`config.mk`:
```
export PLATFORM = sky130hd
export DESIGN_NAME = cacheline_adapter
export DESIGN_NICKNAME = d
export VERILOG_FILES = /design/src/rtl/rv32i_types.sv /design/src/rtl/cacheline_adapter.sv
export SDC_FILE = /design/constraint.sdc
export NUM_CORES = 1
export LEC_CHECK = 0
export CAP_MARGIN = 10
export CORE_AREA = 2 2 288 290
export CTS_BUF_LIST = sky130_fd_sc_hd__clkbuf_8
export DETAILED_ROUTE_END_ITERATION = 10
export DIE_AREA = 0 0 290 292
export GPL_ROUTABILITY_DRIVEN = 1
export PLACE_DENSITY = 0.57
export SYNTH_ARGS = -nofsm -noshare
export SYNTH_HDL_FRONTEND = slang
export SYNTH_SLANG_ARGS = --single-unit
```
`constraint.sdc`:
```
create_clock -name clk -period 24.1 [get_ports clk]
set_input_delay 4.82 -clock clk [delete_from_list [all_inputs] [get_ports clk]]
set_output_delay 4.82 -clock clk [all_outputs]
set_load 0.01 [all_outputs]
```
`src/rtl/rv32i_types.sv`:
```
// Shared types and sizing constants for the cache side of the memory system.
package rv32i_types;

    localparam int CACHELINE_W = 256;
    localparam int BMEM_BEAT_W = 64;
    localparam int BMEM_BURSTS = 4;

    typedef enum logic [2:0] {
        IDLE,
        RD_REQ,
        RD_WAIT,
        WR_BURST,
        RESP
    } cla_state_t;

endpackage

```
`src/rtl/cacheline_adapter.sv`:
```
// Cacheline adapter: turns one 256-bit line request from the arbiter into a
// single bmem read command plus four returned beats, or into four bmem write
// beats. Only one request is in flight at a time.
module cacheline_adapter
    import rv32i_types::*;
#(
    parameter int BEAT_W = BMEM_BEAT_W,
    parameter int BURSTS = BMEM_BURSTS
) (
    input  logic                       clk,
    input  logic                       rst,

    input  logic [31:0]                dfp_addr,
    input  logic                       dfp_read,
    input  logic                       dfp_write,
    input  logic [BEAT_W*BURSTS-1:0]   dfp_wdata,
    output logic [BEAT_W*BURSTS-1:0]   dfp_rdata,
    output logic                       dfp_resp,

    output logic [31:0]                bmem_addr,
    output logic                       bmem_read,
    output logic                       bmem_write,
    output logic [BEAT_W-1:0]          bmem_wdata,
    input  logic                       bmem_ready,
    input  logic [31:0]                bmem_raddr,
    input  logic [BEAT_W-1:0]          bmem_rdata,
    input  logic                       bmem_rvalid
);

    localparam int LINE_W   = BEAT_W * BURSTS;
    localparam int OFFSET_W = $clog2(LINE_W / 8);
    localparam int CNT_W    = (BURSTS > 1) ? $clog2(BURSTS) : 1;

    // Clears the byte-offset bits so every bmem address is line aligned.
    localparam logic [31:0] LINE_MASK = ~((32'd1 << OFFSET_W) - 32'd1);
    localparam logic [CNT_W-1:0] LAST_BEAT = CNT_W'(BURSTS - 1);

    cla_state_t        state_q, state_d;
    logic [CNT_W-1:0]  cnt_q, cnt_d;
    logic [31:0]       addr_q, addr_d;
    logic [LINE_W-1:0] wline_q, wline_d;
    logic [LINE_W-1:0] rline_q, rline_d;

    // A returning beat only belongs to us when its tag matches the line we asked for.
    logic beatHit;
    assign beatHit = bmem_rvalid && (bmem_raddr == addr_q);

    // State, beat counter, latched address and both line buffers.
    always_ff @(posedge clk or posedge rst) begin
        if (rst) begin
            state_q <= IDLE;
            cnt_q   <= '0;
            addr_q  <= '0;
            wline_q <= '0;
            rline_q <= '0;
        end else begin
            state_q <= state_d;
            cnt_q   <= cnt_d;
            addr_q  <= addr_d;
            wline_q <= wline_d;
            rline_q <= rline_d;
        end
    end

    // Next-state logic; the counter only wraps to zero on the last beat, which is also the state exit.
    always_comb begin
        state_d = state_q;
        cnt_d   = cnt_q;
        addr_d  = addr_q;
        wline_d = wline_q;
        rline_d = rline_q;

        case (state_q)
            IDLE: begin
                if (dfp_read) begin
                    addr_d  = dfp_addr & LINE_MASK;
                    cnt_d   = '0;
                    state_d = RD_REQ;
                end else if (dfp_write) begin
                    addr_d  = dfp_addr & LINE_MASK;
                    wline_d = dfp_wdata;
                    cnt_d   = '0;
                    state_d = WR_BURST;
                end
            end

            RD_REQ: begin
                if (bmem_ready) begin
                    state_d = RD_WAIT;
                end
            end

            RD_WAIT: begin
                if (beatHit) begin
                    for (int k = 0; k < BURSTS; k++) begin
                        if (cnt_q == CNT_W'(k)) begin
                            rline_d[k*BEAT_W +: BEAT_W] = bmem_rdata;
                        end
                    end
                    cnt_d = cnt_q + 1'b1;
                    if (cnt_q == LAST_BEAT) begin
                        state_d = RESP;
                    end
                end
            end

            WR_BURST: begin
                if (bmem_ready) begin
                    cnt_d = cnt_q + 1'b1;
                    if (cnt_q == LAST_BEAT) begin
                        state_d = RESP;
                    end
                end
            end

            RESP: begin
                state_d = IDLE;
            end

            default: begin
                state_d = IDLE;
            end
        endcase
    end

    assign dfp_resp   = (state_q == RESP);
    assign dfp_rdata  = rline_q;
    assign bmem_read  = (state_q == RD_REQ);
    assign bmem_write = (state_q == WR_BURST);
    assign bmem_addr  = addr_q;

    // Present the write beat selected by the counter; it holds still while bmem stalls.
    always_comb begin
        bmem_wdata = '0;
        for (int k = 0; k < BURSTS; k++) begin
            if (cnt_q == CNT_W'(k)) begin
                bmem_wdata = wline_q[k*BEAT_W +: BEAT_W];
            end
        end
    end

endmodule

```
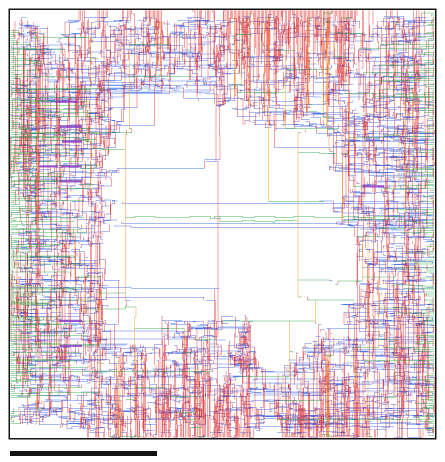
**Above:** metal layers overlaid.
Bar = 100 um.
Key: M5 = purple [wire length 118 um]; M4 = orange [wire length 2720 um]; M3 = green [wire length 7100 um]; M1 = blue [wire length 28.3 mm]; M2 = red [wire length 36.1 mm]

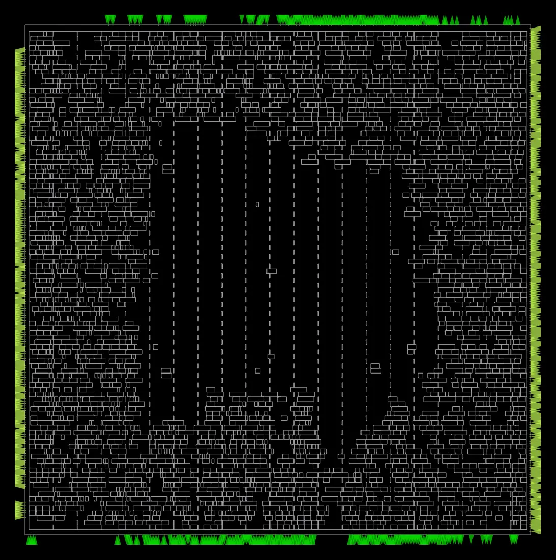
**Above:** placed standard cells.
Final Core Density: 0.406
Layout Cells excl Fill: 3625
Flops: 544
register fraction of the total cell area: 0.411

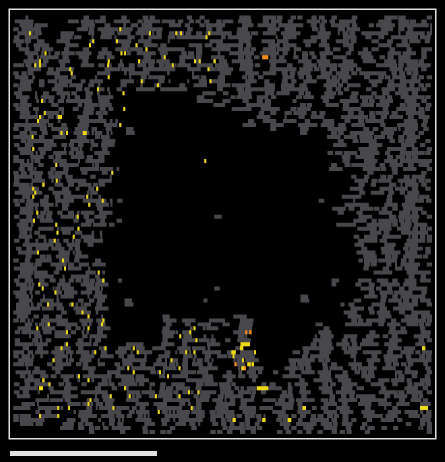
**Above:** gate-type map.
Bar = 100 um.
Key: nor cells = yellow [cells 147]; inv cells = orange [cells 5]

==> results.sh <==
# flow metrics
export IMPL_gr_usage_all_layers=0.172
export IMPL_die_area_um2=84700
export IMPL_drive_gt1_frac=0.275
export IMPL_synthCells=1725
export IMPL_timing_fmax_mhz=111
export IMPL_ys_area_um2=22800
export IMPL_rsz0062_at_grt="false"
export IMPL_synth_area_um2=22800
export IMPL_power_density_nw_per_um2=102
export IMPL_overflow=0
export IMPL_p_total_mw=3.38
export IMPL_xor_area_frac=0.00997
export IMPL_maxSlewHeadroom=0.223
export IMPL_critPathCapture="bmem_wdata[59]"
export IMPL_synth_distinct_cells=37
export IMPL_report_final_slew_viol_count=0
export IMPL_die_width_um=290
export IMPL_ys_sh_aoi=0.0448
export IMPL_p_comb_frac=0.362
export IMPL_die_h_um=292
export IMPL_grt_pass1_wl_mm=111
export IMPL_hold_violations=0
export IMPL_cp_required_ns=19.28
export IMPL_drt_iter0_drc=616
export IMPL_io_buffers=734
export IMPL_critical_path_arrival_ns=4.18
export IMPL_timing_reg2reg_setup_slack_ns=20.35
export IMPL_io_pins=745
export IMPL_path_buffers=3
export IMPL_wire_per_inst_um=20.5
export IMPL_clk_pin_slew_ns=0.06
export IMPL_postRouteAntennaNets=0
export IMPL_core_um2=81600
export IMPL_post_cts_buffers=0
export IMPL_clk_path_buf_depth=3
export IMPL_antenna_found_initial=15
export IMPL_synthArstFlopShare=1.00
export IMPL_synthToLayoutAreaGrowth_pct=45.0
export IMPL_first_global_vias=17500
export IMPL_synthTopLogicFamily="multiplexers"
export IMPL_r2r_cells=6
export IMPL_cts_sinks=544
export IMPL_wl_mm=74.4
export IMPL_rows=105
export IMPL_critical_path_class="reg2out"
export IMPL_vias_per_cell=4.53
export IMPL_ys_flops=544
export IMPL_worstSetupPathDepth=10
export IMPL_firstDrtPassIters=4
export IMPL_edf_count=0
export IMPL_layout_min_cycle_time_ns=9.00
export IMPL_avgSynthCellArea_um2=13.2
export IMPL_status="completed"
export IMPL_worstMarginPinSlew_ns=1.15
export IMPL_yosysWarnings=0
export IMPL_ys_seq_share=0.596
export IMPL_gp_congestion=0.834
export IMPL_fin_skew_ns=0.0510
export IMPL_clock_latency_ns=0.70
export IMPL_path_delay_family="buffers and inverters"
export IMPL_cts_tree="done"
export IMPL_maxCapViolCount=0
export IMPL_num_vias=16400
export IMPL_clockRootBuffer="clkbuf_8"
export IMPL_tool_warnings=37
export IMPL_fin_setup_tns_ns=0
export IMPL_start_kind="flip-flop"
export IMPL_synthSimpleGateAreaFrac=0.0534
export IMPL_cts_resized=0
export IMPL_fillCellCount=7727
export IMPL_hold_path_class="reg2reg"
export IMPL_slowest_stage="clkdlybuf4s50_1"
export IMPL_final_nets=2865
export IMPL_grt_start_max_net_pins=110
export IMPL_worstReg2RegEnd="wline_q[210]"
export IMPL_post_route_drc_count=0
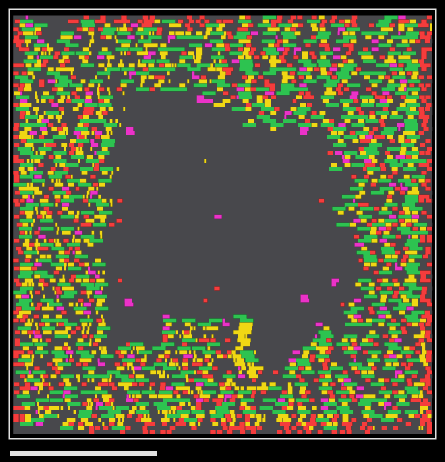
**Above:** cell classes on the final placement.
Bar = 100 um. Fill, decap, tap and diode cells in gray.
Key: remaining logic cells = yellow [cells 1075, share of their area 27%]; remaining buffers and delay cells = red [cells 754, share of their area 24%]; registers = green [cells 544, share of their area 43%]; clock drivers and dummy loads = magenta [cells 176, share of their area 6.2%]

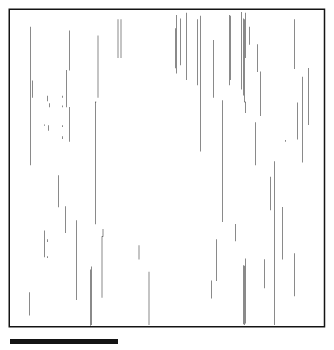
**Above:** metal 4.
Bar = 100 um.
The wires run mostly vertical. The longest straight run is 151 um. The layer holds 3.7% of the routed length. 40 nets have wire on it.

[kinds of logic after synthesis]
group	Yosys count
muxes	539
DFF	544
buffers and inverters	115
adders and majority gates	4
AOI/OAI and AO/OA	201
and+or+nand+nor	295
other	1
xor gates and xnor gates	26
[per-layer routing]
metal | track usage | vias to the layer above | wire [um]
met5 | 0 | - | 117
met4 | 0.0663 | 18 | 2720
met3 | 0.0742 | 154 | 7100
met2 | 0.293 | 605 | 36100
met1 | 0.190 | 8144 | 28300
li1 | - | 7514 | -
[cell type report]
cell class                      instances  area, um2  share of cell area
Timing Repair Buffer                  754       7500               0.226
Inverter                                5       26.3            0.000793
Sequential cell                       544      13600               0.411
Multi-Input combinational cell       1070       8680               0.262
Clock buffer                          120       1650              0.0499
Tap cell                             1070       1340              0.0404
Clock inverter                         56        305             0.00922
Antenna cell                            6       15.0            0.000453
[placed cells by master (no fill, tap or decap), types with 2 or more instances in the layout]
cell,Yosys,layout
nor2_1,133,133
diode_2,0,6
inv_12,0,3
dfrtp_1,544,544
nor4_1,5,5
and2_1,2,2
clkdlybuf4s50_1,0,734
nor3_1,2,2
nand3_4,0,4
nand4_1,2,2
xor2_1,20,20
clkbuf_8,0,120
nor2b_1,4,3
buf_4,5,20
a21oi_1,129,129
inv_1,5,48
nand2_1,133,133
xnor2_1,6,6
conb_1,1,5
mux2_2,539,539
clkinv_2,0,4
ha_4,0,3
o21ai_0,66,66
inv_6,0,2
[registers in the layout (all words and copies together) (netlist names)]
register,count
state_q,3
cnt_q,2
wline_q,256
bmem_addr,27
dfp_rdata,256
[worst register-to-register path, delay by kind of cell, from the launching register on]
kind                   cells  cell delay [ns]
AND/OR/NAND/NOR            2             0.21
multiplexers               1             0.50
flip-flops                 1             0.43
buffers and inverters      3             2.50
[power by group through the flow]
stage | clock network [mW] | logic (mW) | registers [mW]
4_1_cts | 0.894 | 1.25 | 1.30
3_5_place_dp | 0 | 1.24 | 1.32
6_report | 0.860 | 1.22 | 1.30
2_1_floorplan | 0 | 0.679 | 1.28
3_3_place_gp | 0 | 1.23 | 1.30
5_1_grt | 0.935 | 1.34 | 1.33
[metrics by stage]
| stage | worst slack [ns] | cells |
|---|---|---|
| finish | 15.10 | 3625 |
| global route | 14.82 | 3622 |
| CTS | 14.88 | 3619 |
| detailed placement | 15.13 | 3443 |
| global placement | 15.19 | 3443 |
| floorplan | 4.07 | 1729 |
[worst min path at each step]
stage	startpoint	end	cells after the start
finish	dfp_rdata[181]	dfp_rdata[181]	1
global route	dfp_rdata[88]	dfp_rdata[88]	1
CTS	dfp_rdata[65]	dfp_rdata[65]	1
detailed placement	dfp_rdata[181]	dfp_rdata[181]	1
global placement	dfp_rdata[219]	dfp_rdata[219]	1
floorplan	wline_q[0]	wline_q[0]	1
[Yosys cell counts (all sizes together) (4+ instances only)]
cell type	number	area, um2
dfrtp	544	13600
mux2	539	6070
nand2	133	499
nor2	133	499
a21oi	129	646
clkbuf	72	270
o21ai	66	330
buf	38	349
xor2	20	175
nor4	6	52.6
xnor2	6	52.6
inv	5	18.8
nand3	5	45.0
ha	4	50.1
nor2b	4	25.0
